`config.mk`:
```
export PLATFORM = sky130hd
export DESIGN_NAME = shift_cmd_sequencer
export DESIGN_NICKNAME = d
export VERILOG_FILES = /design/src/rtl/shift_seq_pkg.sv /design/src/rtl/shift_step_counter.sv /design/src/rtl/shift_cmd_sequencer.sv
export SDC_FILE = /design/constraint.sdc
export NUM_CORES = 1
export LEC_CHECK = 0
export ABC_AREA = 1
export ABC_CLOCK_PERIOD_IN_PS = 3200
export CAP_MARGIN = 20
export CORE_MARGIN = 4
export CORE_UTILIZATION = 30
export CTS_BUF_LIST = sky130_fd_sc_hd__clkbuf_4 sky130_fd_sc_hd__clkbuf_8
export DETAILED_ROUTE_END_ITERATION = 10
export DONT_BUFFER_PORTS = 1
export SETUP_SLACK_MARGIN = 0.2
export SYNTH_ARGS = -nofsm -noshare
export SYNTH_HDL_FRONTEND = slang
export SYNTH_SLANG_ARGS = --single-unit
```
`constraint.sdc`:
```
create_clock -name clk -period 3.2 [get_ports clk]
set_input_delay 0.64 -clock clk [delete_from_list [all_inputs] [get_ports clk]]
set_output_delay 0.64 -clock clk [all_outputs]
set_load 0.1 [all_outputs]
```
`src/rtl/shift_seq_pkg.sv`:
```
// Purpose: shared encodings for the shift command sequencer (ops, register select, FSM states).
// Latency: n/a (declarations only).
// Backpressure: n/a.
package shift_seq_pkg;

  // Command opcodes; 5..7 are accepted and complete as no-ops.
  localparam logic [2:0] OP_LOAD = 3'd0;
  localparam logic [2:0] OP_SHR  = 3'd1;
  localparam logic [2:0] OP_SHL  = 3'd2;
  localparam logic [2:0] OP_ROR  = 3'd3;
  localparam logic [2:0] OP_ROL  = 3'd4;

  // Universal shift register select encodings.
  localparam logic [1:0] SEL_HOLD = 2'b00;
  localparam logic [1:0] SEL_SHR  = 2'b01;
  localparam logic [1:0] SEL_SHL  = 2'b10;
  localparam logic [1:0] SEL_LOAD = 2'b11;

  typedef enum logic [1:0] {
    ST_IDLE  = 2'd0,
    ST_LOAD  = 2'd1,
    ST_SHIFT = 2'd2,
    ST_DONE  = 2'd3
  } state_e;

  // True for the four ops that step the register (shift or rotate).
  function automatic logic is_step_op(input logic [2:0] op);
    return (op == OP_SHR) || (op == OP_SHL) || (op == OP_ROR) || (op == OP_ROL);
  endfunction

endpackage

```
`src/rtl/shift_step_counter.sv`:
```
// Purpose: step down-counter for multi-step shift commands; last flags the final step.
// Latency: load/dec take effect at the next rising edge; last is decoded from the count.
// Backpressure: none; the caller only decrements while stepping.
//
// Ports:
//   clk, rst_n  clock and asynchronous active-low reset
//   load        load load_val (has priority over dec)
//   load_val    step count of the accepted command
//   dec         decrement by one
//   last        count == 1, i.e. the step in progress is the final one
module shift_step_counter #(
  parameter int CNT_W = 4
) (
  input  logic             clk,
  input  logic             rst_n,
  input  logic             load,
  input  logic [CNT_W-1:0] load_val,
  input  logic             dec,
  output logic             last
);

  logic [CNT_W-1:0] cnt;

  always_ff @(posedge clk or negedge rst_n) begin
    if (!rst_n) begin
      cnt <= '0;
    end else if (load) begin
      cnt <= load_val;
    end else if (dec && (cnt != '0)) begin
      // Zero guard keeps the counter from wrapping if dec is ever held past the end.
      cnt <= cnt - CNT_W'(1);
    end
  end

  assign last = (cnt == CNT_W'(1));

endmodule

```
`src/rtl/shift_cmd_sequencer.sv`:
```
// Purpose: command front-end for a universal shift register (load / n-step shift / rotate).
// Latency: LOAD done 2 cycles after accept cycle; shift of n steps done n+1 cycles after it.
// Backpressure: cmd_ready only in IDLE; a held cmd_valid waits until the current command ends.
//
// Ports:
//   cmd_valid/cmd_ready      command handshake
//   cmd_op/data/count/fill   opcode, load value, step count, shift fill bit
//   reg_q                    register output, fed back onto p_din while stepping
//   select/p_din/s_*_din     register controls
//   busy                     command in progress
//   done                     one-cycle pulse, reg_q holds the result
module shift_cmd_sequencer
  import shift_seq_pkg::*;
#(
  parameter int WIDTH = 4,
  parameter int CNT_W = 4
) (
  input  logic             clk,
  input  logic             rst_n,
  input  logic             cmd_valid,
  output logic             cmd_ready,
  input  logic [2:0]       cmd_op,
  input  logic [WIDTH-1:0] cmd_data,
  input  logic [CNT_W-1:0] cmd_count,
  input  logic             cmd_fill,
  input  logic [WIDTH-1:0] reg_q,
  output logic [1:0]       select,
  output logic [WIDTH-1:0] p_din,
  output logic             s_left_din,
  output logic             s_right_din,
  output logic             busy,
  output logic             done
);

  state_e           state_q, state_d;
  logic [2:0]       op_q;
  logic [WIDTH-1:0] data_q;
  logic             fill_q;
  logic             accept;
  logic             last_step;

  assign accept = cmd_valid && cmd_ready;

  shift_step_counter #(.CNT_W(CNT_W)) u_step_counter (
    .clk      (clk),
    .rst_n    (rst_n),
    .load     (accept),
    .load_val (cmd_count),
    .dec      (state_q == ST_SHIFT),
    .last     (last_step)
  );

  always_ff @(posedge clk or negedge rst_n) begin
    if (!rst_n) begin
      state_q <= ST_IDLE;
      op_q    <= '0;
      data_q  <= '0;
      fill_q  <= 1'b0;
    end else begin
      state_q <= state_d;
      if (accept) begin
        op_q   <= cmd_op;
        data_q <= cmd_data;
        fill_q <= cmd_fill;
      end
    end
  end

  // Next state. A zero-step shift and any NOP go straight to DONE, which is
  // also what keeps the step counter from ever being asked to count below 1.
  always_comb begin
    state_d = state_q;
    case (state_q)
      ST_IDLE: begin
        if (accept) begin
          if (cmd_op == OP_LOAD) begin
            state_d = ST_LOAD;
          end else if (is_step_op(cmd_op) && (cmd_count != '0)) begin
            state_d = ST_SHIFT;
          end else begin
            state_d = ST_DONE;
          end
        end
      end
      ST_LOAD:  state_d = ST_DONE;
      ST_SHIFT: if (last_step) state_d = ST_DONE;
      ST_DONE:  state_d = ST_IDLE;
      default:  state_d = ST_IDLE;
    endcase
  end

  // Output decode. The register shifts p_din rather than its own output, so
  // every step drives reg_q back onto p_din; rotates also take the wrap bit
  // from reg_q. Those are the only combinational input-to-output paths.
  always_comb begin
    select      = SEL_HOLD;
    p_din       = '0;
    s_left_din  = 1'b0;
    s_right_din = 1'b0;
    case (state_q)
      ST_LOAD: begin
        select = SEL_LOAD;
        p_din  = data_q;
      end
      ST_SHIFT: begin
        p_din = reg_q;
        case (op_q)
          OP_SHR: begin
            select      = SEL_SHR;
            s_right_din = fill_q;
          end
          OP_SHL: begin
            select     = SEL_SHL;
            s_left_din = fill_q;
          end
          OP_ROR: begin
            select      = SEL_SHR;
            s_right_din = reg_q[0];
          end
          OP_ROL: begin
            select     = SEL_SHL;
            s_left_din = reg_q[WIDTH-1];
          end
          default: select = SEL_HOLD;
        endcase
      end
      default: ;
    endcase
  end

  assign cmd_ready = (state_q == ST_IDLE);
  assign busy      = (state_q != ST_IDLE);
  assign done      = (state_q == ST_DONE);

endmodule
```
Fig. 1: run 1, sequential cells colored by netlist name
Drawn at 4 px/um. Other sequential cells in the stronger gray, the rest of the logic in the fainter gray.
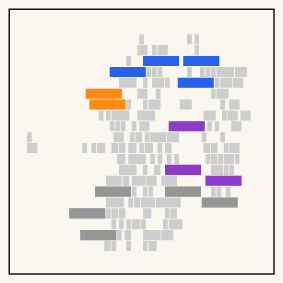
[orange] state_q | flops: 2
[purple] op_q | flops: 3
[blue] data_q | flops: 4
not colored: 5
final core occ: 36.88%
flop share of the area: 30.37%
register area: 350.3 um2

Fig. 2: run 1, track usage over the die
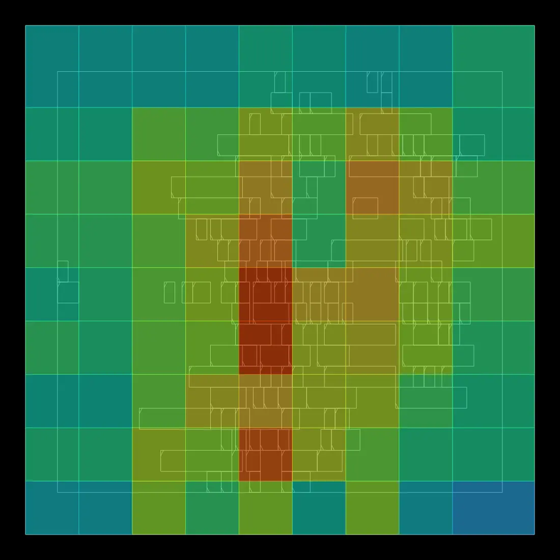
grt met3 use: 3.741%
M2 GR Usage: 20.28%
wire length per cell: 11.98 um
gr busiest metal: met2

Fig. 3: run 1, a small window of the routed layout
Window x 20 to 45, y 7 to 32 um. Cells in gray, sequential cells in the stronger gray; small squares are vias.
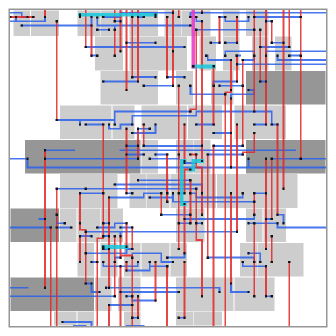
[magenta] metal 4
[red] metal 2
[cyan] metal 3
[blue] metal 1
most frequent: nand2_1 (12), o21ai_1 (5)
netlist names of flops here include: u_step_counter.cnt (3), op_q (1)
sequential cells in the window: 4
cells with their middle in the window: 52

==> results.yml, run 1 <==
# flow metrics
run_status:
  status: "complete, no violations"
floorplan:
  ios: 30
  die_h_um: 65.80
  std_cell_rows: 20
  die_x_um: 65.80
  well_tap_count: 44
clock_network:
  cts_tree: "yes"
  root_buffer: "clkbuf_4"
  clock_sinks: 14
  postCtsSetupBuffers: 0
  numCtsBuffers: 3
  clk_pin_slew_ns: 0.08
  worstSkewPairLatency_ns: 0.27
yosys:
  fp_nets: 159
  ys_warn_count: 0
  mux_share_pct: 0
  xor_share_pct: 0.8739
  ys.flops: 14
  syn-cell-area_um2: 1002
  ys_top_cells_by_count: "nand2_1 (48), dfrtp_1 (14), inv_1 (14), ha_1 (7), nand3_1 (7)"
  synth_area_per_cell_um2: 7.535
  ys_cells: 133
  top_cell: "nand2_1"
  simple_gate_share_pct: 35.46
  topCombFamilyByArea: "simple AND/OR/NAND/NOR gates"
  netlist.area_leader.share_pct: 34.96
  synth_cell_types: 24
final_timing:
  final.setup.worst_slack_ns: 0.6718
  setup-violations-final: 0
  fin_skew_ns: 0.002716
  drv_slew: 0
  rsz0062_at_grt: "false"
  period_used_pct: 79.01
  hold_violations: 0
  worst_slew_pin_slew_ns: 0.9885
  finalCriticalPeriod_ns: 2.528
  fin_hold_ws_ns: 0.04972
final_layout:
  nClkBuffers: 3
  largest_class: "logic gates"
  final-instance-count-excl-fill: 187
  diodes: 0
  buffers: 10
  flop-count: 14
  nNetsFinal: 171
  clkCellAreaFrac_pct: 1.952
  lay_top_count: "nand2_1"
  largest_registers: "data_q: 4 flops, u_step_counter.cnt: 4 flops, op_q: 3 flops"
  fillers: 344
  layout-drive-gt1-share_pct: 26.57
  final_cell_mix: "nand2_1 (48), inv_1 (14), dfrtp_1 (14), buf_4 (10)"
grt:
  antenna_found_initial: 0
  grt_pass1_vias: 829
detailed_routing:
  vias_per_cell: 4.561
  drtIter0Drc: 27
  vias: 853
  dr.pass1.iters: 4
  antenna_left: 0
  drcViolationCount: 0
  routed_wl_um: 2240
  wl_met2_um: 1146
critical_path:
  path_cells: "inv_1 -> ha_1 -> nand3_1 -> a21o_1 -> inv_1 -> buf_4"
  path_buffers: 3
  critPathMaxFanout: 9
  arrival_ns: 1.89
  critPathLaunchType: "flip-flop"
  crit_slowest_cell: "dfrtp_1"
  reg2reg_depth: 9
  startpoint: "state_q[0]"
  ff2ff_setup_slack_ns: 1.34
placed_design:
  portBuffers: 0
  dpl_cell_area_um2: 1131
  dp_hpwl_um: 1865
min_path:
  hp-class: "in -> async"
job:
  drv_cap: 0
==> run 2: changes to the inputs <==
ABC_CLOCK_PERIOD_IN_PS = 2400   (was 3200)
clock period = 2.4 ns   (was 3.2 ns; I/O delays follow)
==> run 2 against run 1 <==
Final area increased by 22%. Critical path depth unchanged. Setup slack worse by 0.42 ns. Via count rose by 5.4%. Non-clock buffer count increased by 6.
==> results.yml, run 2 <==
# flow metrics
yosys:
  ys_cells: 133
  synth_cell_types: 24
  xor_share_pct: 0.8739
  netlist.area_leader.share_pct: 34.96
  simple_gate_share_pct: 35.46
  ys_warn_count: 0
  ys_top_cells_by_count: "nand2_1 (48), dfrtp_1 (14), inv_1 (14), ha_1 (7), nand3_1 (7)"
  mux_share_pct: 0
  topCombFamilyByArea: "simple AND/OR/NAND/NOR gates"
  top_cell: "nand2_1"
  synth_area_per_cell_um2: 7.535
detailed_routing:
  vias: 899
  vias_per_cell: 4.634
  dr.pass1.iters: 4
  avgRoutedWirePerCell_um: 12.43
  wl_met2_um: 1242
  antenna_left: 0
  routed_wl_um: 2412
floorplan:
  die_h_um: 65.80
  die_x_um: 65.80
  well_tap_count: 44
clock_network:
  numCtsBuffers: 3
  root_buffer: "clkbuf_4"
  postCtsSetupBuffers: 4
  cts_tree: "yes"
placed_design:
  dp_hpwl_um: 1871
  dpl_cell_area_um2: 1236
final_timing:
  finalCriticalPeriod_ns: 2.144
  setup-violations-final: 0
  fin_skew_ns: 0.005717
  period_used_pct: 89.32
  fin_hold_ws_ns: 0.2920
  worst_slew_pin_slew_ns: 0.6738
final_layout:
  layout-drive-gt1-share_pct: 33.33
  largest_registers: "data_q: 4 flops, u_step_counter.cnt: 4 flops, op_q: 3 flops"
  nClkBuffers: 4
  largest_class: "logic gates"
  diodes: 0
  final_cell_mix: "nand2_1 (48), dfrtp_1 (14), inv_1 (12), buf_12 (9), nand3_1 (7)"
  buffers: 16
  nNetsFinal: 177
  flop-count: 14
  utilization_pct: 44.96
grt:
  grt.busiest_layer: "met2"
  grt_use_met2_pct: 22.78
  met3_usage_pct: 3.231
  antenna_found_initial: 0
critical_path:
  path_buffers: 4
  critPathLaunchType: "flip-flop"
  ff2ff_setup_slack_ns: 0.82
  startpoint: "state_q[1]"
  critPathMaxFanout: 5
job:
  drv_cap: 0
run_status:
  status: "complete, no violations"
Fig. 4: run 2, gate families picked out
Drawn at 4 px/um.
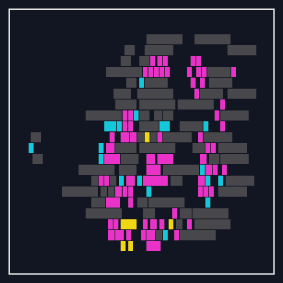
[cyan] inv cells | cells: 17 | where: center
[yellow] nor cells | cells: 5 | where: bottom center
[magenta] nand cells | cells: 67
Comb/total area: 46.71%
Cell Count, Final, Fillers Out: 194
Commonest Layout Cell: nand2_1

Fig. 5: run 2, a small window of the routed layout
Window x 20 to 45, y 7 to 32 um. Cells in gray, sequential cells in the stronger gray; small squares are vias.
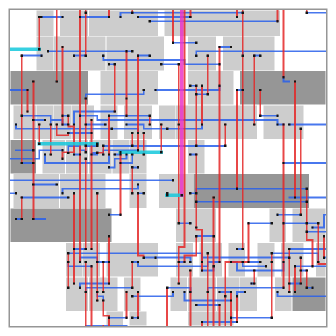
[cyan] metal 3
[blue] metal 1
[red] metal 2
[magenta] metal 4
most frequent: nand2_1 (14), o21ai_1 (5)
sequential cells in the window: 4
cells with their middle in the window: 54
netlist names of flops here include: u_step_counter.cnt (3), op_q (1)

==> run 3: changes to the inputs <==
ABC_CLOCK_PERIOD_IN_PS = 1890   (was 2400)
CORE_MARGIN = default   (was 4)
clock period = 1.89 ns   (was 2.4 ns; I/O delays follow)
==> run 3 against run 2 <==
The run now ends with negative setup slack left. Non-clock buffer count grew 7. Count of clock-buffer cells in the layout unchanged. Final area up 12%. Via count is 3.6% higher.
==> results.yml, run 3 <==
# flow metrics
run_status:
  status: "complete, but fails checks"
  violations: "negative setup slack"
floorplan:
  fp_util_pct: 32.30
  core_area_um2: 3103
  well_tap_count: 44
  die_area_um2: 3576
  ios: 30
final_layout:
  nNetsFinal: 184
  final_cell_mix: "nand2_1 (47), dfrtp_1 (14), buf_12 (12), inv_1 (9), buf_4 (9)"
  flop-count: 14
  nNonClkInverters: 17
  lay_top_count: "nand2_1"
  diodes: 0
  sh_comb_area_pct: 45.66
  largest_class: "logic gates"
  design_area_um2: 1570
  seq_area_um2: 350.3
  final-instance-count-excl-fill: 201
  fillers: 295
  clkCellAreaFrac_pct: 2.311
  buffers: 23
  utilization_pct: 50.60
  area_growth_pct: 56.68
  largest_registers: "data_q: 4 flops, u_step_counter.cnt: 4 flops, op_q: 3 flops"
  buffer_area_share_pct: 20.96
  layout-drive-gt1-share_pct: 40.76
  logic_area_um2: 716.9
  nClkBuffers: 4
min_path:
  hp-class: "in -> reg"
  hold_path_startpoint: "cmd_fill"
  min_path_cells: 2
  min_to: "fill_q"
job:
  warnings: 34
  drv_cap: 0
critical_path:
  critPathLaunchType: "flip-flop"
  path_common_cell: "buf_12"
  crit_slowest_cell: "dfrtp_1"
  crit_path_end_kind: "primary output"
  max_stage_delay_ns: 0.37
  path_class: "reg -> out"
  reg2reg_to: "u_step_counter.cnt[1]"
  arrival_ns: 1.59
  path_cells: "inv_2 -> ha_4 -> clkinvlp_4 -> buf_12 -> a21oi_4 -> buf_12"
  path_buffers: 4
  ff2ff_setup_slack_ns: 0.35
  reg2reg_depth: 10
  startpoint: "state_q[0]"
  critPathMaxFanout: 7
  cp_data_required_time_ns: 1.51
  path_depth: 6
  timing.rr.start: "state_q[0]"
clock_network:
  cts.htree.levels: 1
  root_buffer: "clkbuf_4"
  cts_max_path_buffers: 2
  cts-resized-gates: 17
  postCtsSetupBuffers: 7
  cts_tree: "yes"
  worstSkewPairLatency_ns: 0.29
  clock_sinks: 14
  numCtsBuffers: 3
  clk_pin_slew_ns: 0.09
detailed_routing:
  drtIter0Drc: 59
  vias: 931
  wl_met2_um: 1239
  antenna_left: 0
  dr.pass1.iters: 4
  routed_wl_um: 2491
  vias_per_cell: 4.632
  met1Wirelength_um: 1020
  wl_met3_um: 195
  drcViolationCount: 0
  highest_layer: "met4"
placed_design:
  dp_hpwl_um: 1867
  dpl_worst_slack_ns: 0.06655
  placedCellCount: 188
  dpl_cell_area_um2: 1354
  routabilityCongestion: 0.7958
yosys:
  ys_warn_count: 0
  synth_area_leader_cell: "dfrtp_1"
  edf_count: 0
  netlist.area_leader.share_pct: 34.96
  postSynthSeqShare_pct: 34.96
  mux_share_pct: 0
  top_cell: "nand2_1"
  ys_top_cells_by_count: "nand2_1 (48), dfrtp_1 (14), inv_1 (14), ha_1 (7), nand3_1 (7)"
  ys_cells: 133
  simple_gate_share_pct: 35.46
  aoi_share_pct: 10.11
  synth_cell_types: 24
  yosys.area_share.adder_pct: 8.739
  ys_chip_area_um2: 1002
  synth-main-ff-cell: "dfrtp_1"
  xor_share_pct: 0.8739
  topCombFamilyByArea: "simple AND/OR/NAND/NOR gates"
  ys_async_sr_fraction_pct: 100.0
  synth_area_per_cell_um2: 7.535
  ys.flops: 14
grt:
  grt_pass1_wl_um: 4181
  grt_pass1_vias: 914
  grt.busiest_layer: "met2"
  antenna_found_initial: 0
  overflow: 0
final_timing:
  setup-violations-final: 8
  rsz0062_at_grt: "true"
  slew_headroom_pct: 56.27
  period_used_pct: 104.1
  worst_slew_pin_slew_ns: 0.6538
  drv_slew: 0
  fin_skew_ns: 0.002383
  fin_tns_setup_ns: -0.4795
  fin_hold_ws_ns: 0.1918
  final.setup.worst_slack_ns: -0.07681
  hold_violations: 0
  finalCriticalPeriod_ns: 1.967
Fig. 6: run 3, track usage over the die
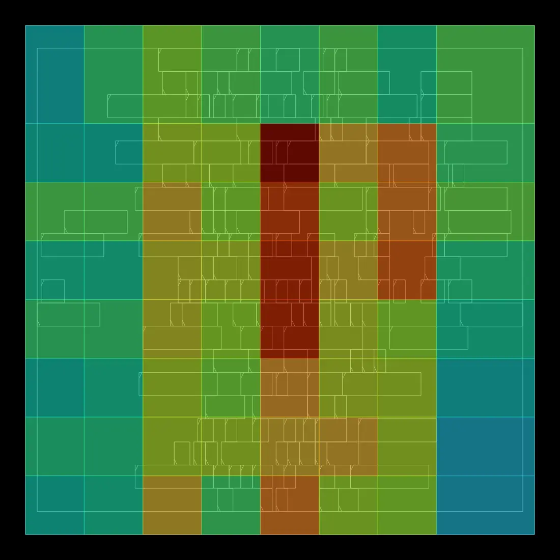
global router's overall resource usage: 16.19%
met1 GRT Util: 20.03%
wire length per cell: 12.39 um
M2 GR Usage: 25.71%
grt met3 use: 4.545%

Fig. 7: run 3, pin map
Drawn at 8 px/um. Pins as bars across the die edge, other pins in gray.
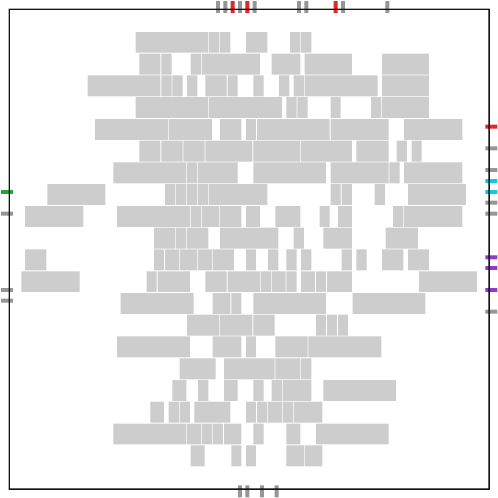
[cyan] select | pins: 2 | direction: output | edge: right
[red] p_din | pins: 4 | direction: output | edge: 3 top, 1 right
[green] done | pins: 1 | direction: output | edge: left
[purple] cmd_op | pins: 3 | direction: input | edge: right
Port-buffer cells: 0
die span in x: 59.80 um
die height: 59.80 um

